[src/rtl/tea_sync_encryptor.sv]
// Iterative TEA block encryptor: one full TEA cycle per enabled clock, ROUNDS-clock latency.
// Ciphertext is held in DONE until out_ready; a new block may be accepted on the same edge it is consumed.
module tea_sync_encryptor #(
  parameter int unsigned ROUNDS = 32,
  parameter logic [31:0] DELTA  = 32'h9E3779B9
) (
  input  logic         clk,
  input  logic         rst,
  input  logic         ena,
  input  logic         in_valid,
  output logic         in_ready,
  input  logic [63:0]  inBlock64,
  input  logic [127:0] key,
  output logic         out_valid,
  input  logic         out_ready,
  output logic [63:0]  outBlock64,
  output logic         busy
);

  typedef enum logic [1:0] {IDLE, RUN, DONE} state_t;

  localparam logic [4:0] LAST_RND = 5'(ROUNDS - 1);

  state_t       state_q;
  logic [31:0]  v0_q, v1_q, sum_q;
  logic [31:0]  v0_d, v1_d, sum_d;
  logic [127:0] key_q;
  logic [4:0]   cnt_q;
  logic         accept;

  // v1 update uses the freshly computed v0 and the already-advanced sum.
  always_comb begin
    sum_d = sum_q + DELTA;
    v0_d  = v0_q + (((v1_q << 4) + key_q[127:96]) ^ (v1_q + sum_d) ^ ((v1_q >> 5) + key_q[95:64]));
    v1_d  = v1_q + (((v0_d << 4) + key_q[63:32]) ^ (v0_d + sum_d) ^ ((v0_d >> 5) + key_q[31:0]));
  end

  assign in_ready   = (state_q == IDLE) | ((state_q == DONE) & out_ready);
  assign out_valid  = (state_q == DONE);
  assign busy       = (state_q == RUN);
  assign outBlock64 = {v0_q, v1_q};
  assign accept     = ena & in_valid & in_ready;

  always_ff @(posedge clk) begin
    if (rst) begin
      state_q <= IDLE;
      v0_q    <= '0;
      v1_q    <= '0;
      sum_q   <= '0;
      key_q   <= '0;
      cnt_q   <= '0;
    end else if (ena) begin
      case (state_q)
        RUN: begin
          sum_q <= sum_d;
          v0_q  <= v0_d;
          v1_q  <= v1_d;
          cnt_q <= cnt_q + 5'd1;
          if (cnt_q == LAST_RND) state_q <= DONE;
        end
        default: begin
          if (accept) begin
            v0_q    <= inBlock64[63:32];
            v1_q    <= inBlock64[31:0];
            key_q   <= key;
            sum_q   <= '0;
            cnt_q   <= '0;
            state_q <= RUN;
          end else if (state_q == DONE) begin
            if (out_ready) state_q <= IDLE;
          end else begin
            state_q <= IDLE;
          end
        end
      endcase
    end
  end

endmodule

[config.mk]
export PLATFORM = sky130hd
export DESIGN_NAME = tea_sync_encryptor
export DESIGN_NICKNAME = d
export VERILOG_FILES = /design/src/rtl/tea_sync_encryptor.sv
export SDC_FILE = /design/constraint.sdc
export NUM_CORES = 1
export LEC_CHECK = 0
export ABC_AREA = 1
export CAP_MARGIN = 20
export CORE_ASPECT_RATIO = 0.75
export CORE_MARGIN = 8
export CORE_UTILIZATION = 35
export DETAILED_ROUTE_END_ITERATION = 6
export PLACE_DENSITY = 0.65
export SYNTH_ARGS = -nofsm -noshare
export SYNTH_HDL_FRONTEND = slang
export SYNTH_SLANG_ARGS = --single-unit
export TNS_END_PERCENT = 50
[constraint.sdc]
create_clock -name clk -period 10.81 [get_ports clk]
set_input_delay 1.6215 -clock clk [delete_from_list [all_inputs] [get_ports clk]]
set_output_delay 1.6215 -clock clk [all_outputs]
set_load 0.03 [all_outputs]
==> impl_metrics.yaml <==
# yosys + openroad results
drt:
  dr.pass1.iters: 6
  dr.first_iter.drc_count: 2077
  ant_nets: 0
clock_network:
  cts_tree: "yes"
  holdBufCountCts: 0
  post_cts_buffers: 0
  cts_made_buffers: 28
  clkSinkCount: 231
  clockRootBuffer: "clkbuf_16"
  path_clk_slew_ns: 0.07
  ctsHtreeMaxLevel: 1
  cts_buffer_depth: 3
  cts_resized: 0
synthesis:
  ys_seq_share: 0.209
  syn_nets: 3608
  ys_ff: 231
  xor_share: 0.144
  yosysWarnings: 0
  compound_area_frac: 0.254
  ys_area_um2: 22100
  ys_sh_simple: 0.164
  fa_ha_area_frac: 0.150
  postSynthCellCount: 3151
  synth_stat.cells: 3151
  synth_area_um2: 22100
  ys_types: 58
  syn_area_per_cell_um2: 7.01
  top_logic_kind: "AND-OR/OR-AND gates"
place:
  gp_congestion: 0.944
  place_inst: 4150
  post-dp-hpwl_um: 66200
  dp_slack_ns: 1.35
  placed_area_um2: 25500
worst_setup_path:
  crit_fanout: 5
  startpoint_type: "flop"
  worstPathRequired_ns: 11.28
  slowest_stage: "xor2_1"
  critical_path_class: "reg2reg"
  crit_top_cell: "nand2_1"
  crit_path_end_kind: "flop"
  cpPeakStageDelay_ns: 0.50
final_layout:
  antenna_cells: 0
  drive_gt1_frac: 0.0504
  layout_top_cell: "nand2_1"
  final_cells: 4201
  nNetsFinal: 3827
  stdcell_area_um2: 26600
hold_path:
  min_path_type: "reg2reg"
timing:
  fmax_ghz: 0.103
  setup-tns-final_ns: 0
  whs_ns: 0.452
  drv_slew: 0
  period_used_share: 0.898
  finalHoldViolCount: 0
  rsz0062_at_grt: "no"
  skew_ns: 0.0279
  layout_min_cycle_time_ns: 9.71
  fin_ws_ns: 1.10
grt:
  antenna_found_initial: 1
  grt_pass1_vias: 20898
  overflow: 0
  grt_max_degree: 122
  grt_pass1_wl_um: 123000
outcome:
  outcome: "complete, no violations"
floorplanning:
  rows: 79
  ios: 264
  die_w_um: 306
  die_h_um: 234
  initial_utilization: 0.355
flow_run:
  max-cap-violations: 0
==> flip-flops by register name, summed over array words and instances (netlist names) <==
signal and flops:
key_q 128, sum_q 32, v0_q 32, v1_q 32, cnt_q 5, state_q 2
==> layer usage <==
layer | up-vias | wire [µm] | global-route usage
met5 | - | 0 | 0
met4 | 0 | 1360 | 0.0366
met3 | 75 | 6870 | 0.0346
met2 | 796 | 33700 | 0.328
met1 | 10328 | 40000 | 0.327
li1 | 11130 | - | -
==> Yosys cell counts, drive strengths merged <==
cell | number | area share
a21boi | 29 | 0.013
nand4 | 17 | 0.0048
nor3 | 27 | 0.0066
a221oi | 4 | 0.0016
buf | 9 | 0.0033
xor2 | 227 | 0.090
ha | 252 | 0.14
dlygate4sd3 | 1 | 0.00045
inv | 366 | 0.062
fa | 8 | 0.0073
nor2 | 147 | 0.025
o21bai | 17 | 0.0065
o31ai | 5 | 0.0019
o22ai | 44 | 0.012
and2 | 2 | 0.00057
a21o | 24 | 0.0082
dfxtp | 231 | 0.21
nand3 | 109 | 0.027
nand2 | 534 | 0.093
a31o | 2 | 0.00079
o221a | 1 | 0.00051
nor4 | 13 | 0.0037
o21a | 13 | 0.0044
xnor2 | 133 | 0.053
a21oi | 490 | 0.11
o311ai | 3 | 0.0012
nand3b | 3 | 0.0010
nor3b | 1 | 0.00034
xnor3 | 1 | 0.0010
a31oi | 25 | 0.0074
a211oi | 2 | 0.00068
o2111ai | 1 | 0.00040
clkbuf | 79 | 0.013
o221ai | 6 | 0.0024
or2 | 6 | 0.0017
o21ai | 304 | 0.073
o211ai | 14 | 0.0054
o211a | 1 | 0.00045
==> worst paths after layout <==
check | startpoint | endpoint | slack (ns) | cells after the start
worst min register to register | key_q[85] | key_q[85] | 0.45 | 2
worst max register to register | sum_q[0] | v1_q[31] | 1.10 | 52
worst max-delay path | sum_q[0] | v1_q[31] | 1.10 | 52
worst min-delay path | key_q[85] | key_q[85] | 0.45 | 2
==> worst max-delay path, delay by kind of cell, from the launching register on <==
kind,cells,cell delay (ns)
AND-OR/OR-AND,14,2.81
AND/OR/NAND/NOR,23,2.45
XOR/XNOR,6,2.08
adder cells (fa/ha/maj),5,1.57
flip-flops,1,0.35
buffers and inverters,4,0.30
==> logic make-up (layout without fill, tap and decap cells) <==
family                     after synthesis  count (layout)
AOI/OAI and AO/OA                      985             985
xor gates and xnor gates               361             361
adders and majority gates              260             260
buffers and inverters                  455             695
DFF                                    231             231
and+or+nand+nor                        859             859
==> final cells by class <==
type / count / area (µm²)
fill: 6406 / 35600
multi-input combinational: 2465 / 15700
sequential: 231 / 4620
timing repair buffer: 278 / 2740
inverter: 366 / 1380
tap: 810 / 1010
clock buffer: 39 / 802
clock inverter: 12 / 260
==> images/ff_map.png <==
Scale: 1.5 px per µm. Other sequential cells in the stronger gray, the rest of the logic in the fainter gray.
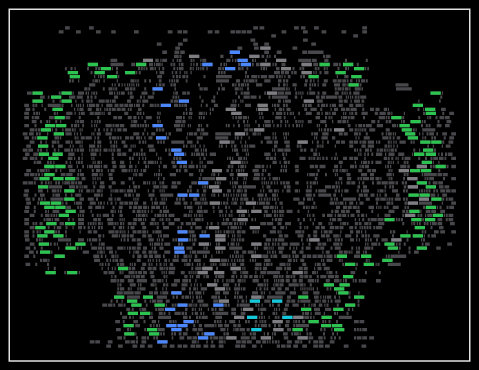
[v1_q] blue | flops: 32
[key_q] green | flops: 128 | where: all over the die
[cnt_q] cyan | flops: 5 | where: bottom middle
sequential cell area share: 0.174
Reg area: 4620 µm²
Util after Layout: 0.427

==> images/m1.png <==
Scale: 2 px per µm. Supply wires on this layer in gray.
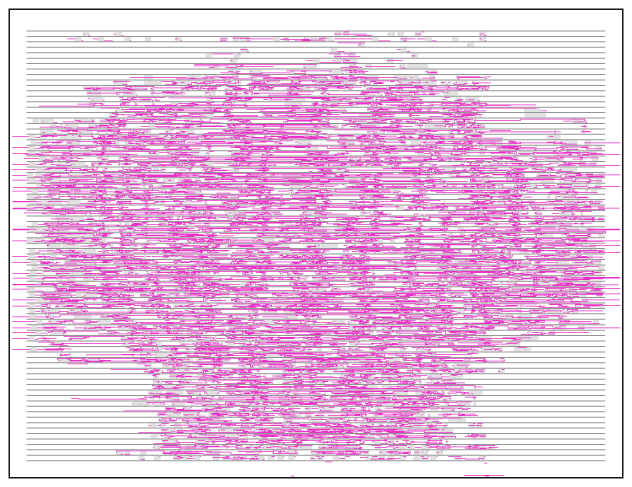
wire length on this layer: 40.0 mm
longest straight run: 84.2 µm
share of all routed wire: 49%
nets with wire on the layer: 3643
main direction: horizontal
final WL: 82000 µm
met1 global-route usage: 0.327
via count: 22329

==> images/layers.png <==
Scale: 1.5 px per µm. Two of the layers only.
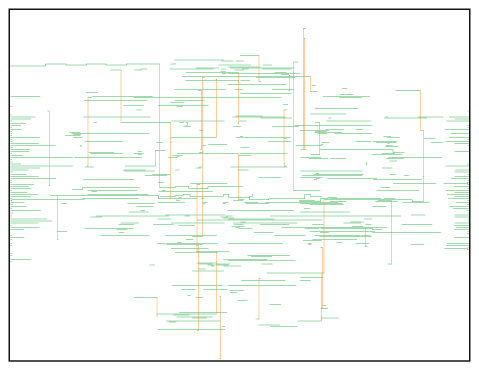
[M3] green | wire length: 6870 µm
[M4] orange | wire length: 1360 µm
average wire per standard cell: 19.5 µm
gr usage total: 0.218

